run_1/floorplan.png
Scale: 6 px per µm. Pins as bars on the die edge. Tap cells in grey.
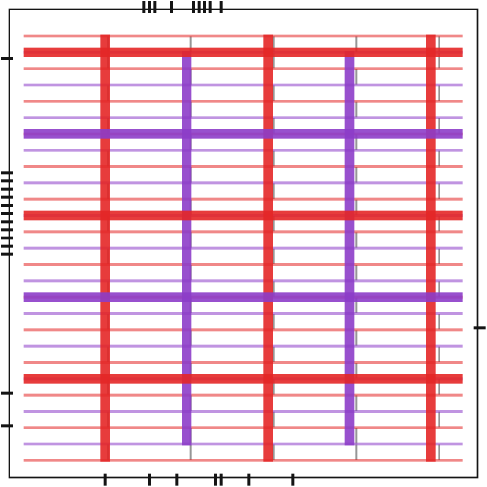
run_1/class_map.png
Scale: 6 px per µm. Fill, decap, tap and diode cells in grey.
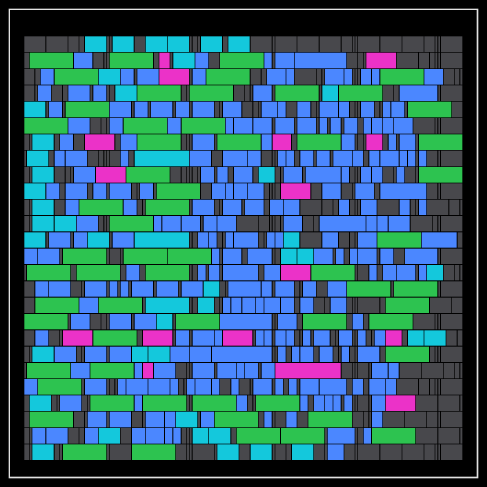
run_1/clock_wires.png
Scale: 4 px per µm.
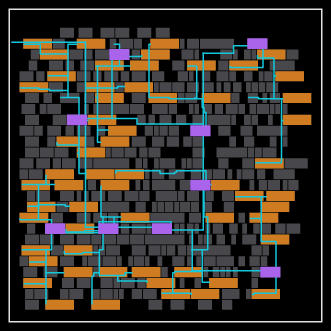
==> config.mk <==
export PLATFORM = sky130hd
export DESIGN_NAME = uart_tx_frame
export DESIGN_NICKNAME = d
export VERILOG_FILES = /design/src/rtl/uart_tx_frame.sv
export SDC_FILE = /design/constraint.sdc
export NUM_CORES = 1
export LEC_CHECK = 0
export CORE_MARGIN = 2
export CORE_UTILIZATION = 57
export DETAILED_ROUTE_END_ITERATION = 8
export PLACE_DENSITY = 0.8
export SLEW_MARGIN = 20
export SYNTH_ARGS = -nofsm -noshare
export SYNTH_HDL_FRONTEND = slang
export SYNTH_SLANG_ARGS = --single-unit
==> constraint.sdc <==
create_clock -name clk -period 3.3 [get_ports clk]
set_input_delay 0.495 -clock clk [delete_from_list [all_inputs] [get_ports clk]]
set_output_delay 0.495 -clock clk [all_outputs]
set_load 0.005 [all_outputs]
==> impl_metrics.env <==
# physical design summary
export IMPL_top_area_cell="dfxtp_1"
export IMPL_grt_ovfl_total=0
export IMPL_avgSynthCellArea_um2=9.37
export IMPL_cts_sinks=59
export IMPL_placed_area_um2=3470
export IMPL_power_leader="combinational logic"
export IMPL_largest_class="combinational gates"
export IMPL_grtUsageMet2=0.360
export IMPL_pre_cts_ws_ns=0.0566
export IMPL_edf_count=0
export IMPL_ys_top_cells_by_count="dfxtp_1 (59), mux2i_1 (30), nor2_1 (30)"
export IMPL_place_inst=424
export IMPL_ant_nets=0
export IMPL_ys_cells=331
export IMPL_grtUsageTotal=0.239
export IMPL_reg2reg_slack_ns=0.19
export IMPL_flops=59
export IMPL_cts_root_buf="clkbuf_8"
export IMPL_critPathRequiredTime_ns=3.55
export IMPL_combPwrFrac=0.403
export IMPL_setup_worst_path_class="register to register"
export IMPL_inverters=9
export IMPL_syn_cell_area_um2=3100
export IMPL_route_detailed_drc=0
export IMPL_final_cells=449
export IMPL_drv_slew=0
export IMPL_critical_path_arrival_ns=3.35
export IMPL_clkPwrFrac=0.248
export IMPL_hold_class="register to register"
export IMPL_layout_top_cells="dfxtp_1 (59), nor2_1 (30), mux2i_1 (30), clkdlybuf4s50_1 (30), nor2b_1 (28)"
export IMPL_worstHoldPathCells=2
export IMPL_cts_reportedPaths_clkPinSlew_ns=0.07
export IMPL_drt_iter0_markers=158
export IMPL_synthMuxAreaShare=0.0968
export IMPL_clk_path_buf_depth=2
export IMPL_grt_pass1_wl_um=11200
export IMPL_end_kind="register"
export IMPL_comb_power_mw=1.10
export IMPL_adder_share=0.0121
export IMPL_swShare=0.350
export IMPL_cts_tree="done"
export IMPL_hold_violations=0
export IMPL_fin_util=0.735
export IMPL_p_int_mw=1.77
export IMPL_fin_nets=404
export IMPL_io_pins=31
export IMPL_cp_start_kind="register"
export IMPL_wl_met1_um=3220
export IMPL_synthAoiAreaFrac=0.107
export IMPL_yosysMostFrequentCell="dfxtp_1"
export IMPL_drt_wl_total_um=6990
export IMPL_max_freq_ghz=0.322
export IMPL_ctsHoldBuffers=0
export IMPL_n_fill_cell=402
export IMPL_logic_gates=250
export IMPL_top_area_frac=0.381
export IMPL_drive_gt1_frac=0.127
export IMPL_critical_path_max_stage_delay_ns=0.58
export IMPL_syn_nets=361
export IMPL_path_max_fanout=11
export IMPL_initial_utilization=0.600
export IMPL_top_usage_layer="met2"
export IMPL_ys_dominant_reg_cell="dfxtp_1"
export IMPL_power_clock_mw=0.674
export IMPL_cts_resized_gates=0
export IMPL_via_per_inst=5.64
export IMPL_vias=2533
export IMPL_route_met3_wl_um=442
export IMPL_timing_hold_ws_ns=0.487
export IMPL_met1_usage=0.321
export IMPL_grt_pass1_vias=2303
export IMPL_worstRegToRegCells=12
export IMPL_finalPower_mw=2.72
export IMPL_clock_area_frac=0.0530
export IMPL_synthXorXnorAreaFrac=0.0923
export IMPL_min_period_ns=3.11
export IMPL_met3_usage=0.0674
export IMPL_setup_tns_final_ns=0
export IMPL_powerSeq_mw=0.953
export IMPL_setup_viol_count_final=0
export IMPL_powerDensity_nw_per_um2=716
export IMPL_yosysWarnings=0
export IMPL_synth_area_top_cells="dfxtp_1 (38%), mux2i_1 (9.7%), xnor2_1 (5.9%), nor2b_1 (5.6%), nor2_1 (3.6%)"
export IMPL_crit_chain="ha_2 > nand3_2 > nor3_1 > nor3_1 > nand4bb_1 > or4_4 > nor3_4 > buf_4 > a32oi_4 > clkbuf_16 > mux2i_1 > nor2b_1"
export IMPL_antenna_found_initial=0
export IMPL_mostFrequentLayoutCell="dfxtp_1"
export IMPL_slowest_stage="or4_4"
export IMPL_io_buffer_count=30
export IMPL_nClkBuffers=10
export IMPL_grt_max_degree=44
export IMPL_path_depth=12
export IMPL_ys_ff=59
export IMPL_worst_slew_pin_slew_ns=0.900
export IMPL_seqCellArea_um2=1180
export IMPL_power_frac_seq=0.350
export IMPL_synthesis_instances=331
export IMPL_critical_path_buf_inv_count=2
export IMPL_switchingPower_mw=0.954
export IMPL_finalCritPeriodShare=0.941
export IMPL_cts_max_level=3
export IMPL_leakage_nw=1.55
export IMPL_comb_share=0.483
export IMPL_drv_cap=0
export IMPL_logic_family="simple AND/OR/NAND/NOR gates"
export IMPL_warnings=27
export IMPL_setup_slack_ns=0.194
export IMPL_ys_chip_area_um2=3100
export IMPL_relSlewSlack=0.399
export IMPL_ys_types=59
export IMPL_cts_setup_buffers=0
export IMPL_buffer_area_frac=0.121
export IMPL_gp_congestion=1.01
export IMPL_outcome="complete, no violations"
export IMPL_rows=26
export IMPL_ys_seq_frac=0.381
export IMPL_highest_layer="met4"
export IMPL_drtPass1Iterations=4
export IMPL_async_flop_share=0
export IMPL_hpwl_um=4840
export IMPL_antennaDiodeCount=0
export IMPL_wl_met2_um=3220
export IMPL_fp_dieArea_um2=6050
export IMPL_wl_per_cell_um=15.6
export IMPL_multiInputGateArea_um2=1840
export IMPL_numCtsBuffers=9
export IMPL_simple_gate_share=0.270
export IMPL_cp_top_family="simple AND/OR/NAND/NOR gates"
export IMPL_syn_to_final_growth_pct=22.5
export IMPL_n_tap_cell=70
export IMPL_num_nonclk_buffers=45
export IMPL_crit_top_cell="nor3_1"
## Picture notes: floorplan.png
Key: VSS = red; VDD = purple
The core has 26 rows. 31 signal pins sit on the boundary. 70 tap cells. 5 straps on met5.
DIE WIDTH: 77.8 µm
die height: 77.8 µm
core area: 5170 µm²
IR drop worst, VDD: 0.591 mV

## Picture notes: class_map.png
Key: remaining buffers and delay cells = cyan [cells 45]; remaining logic cells = blue [cells 259]; registers = green [cells 59]; clock drivers and dummy loads = magenta [cells 16]
flop share of the area: 0.311
fin area: 3800 µm²

## Picture notes: clock_wires.png
Key: clock-net drivers = purple [count 9]; flip-flops = orange [count 59]; clock wires = cyan [length 806 µm]
There are 10 routed clock nets. Position of the flops: all over the die.
Max Clock Skew: 0.0102 ns
clock latency on the worst-skew pair: 0.35 ns

Power is estimated from default activity; no workload was simulated.
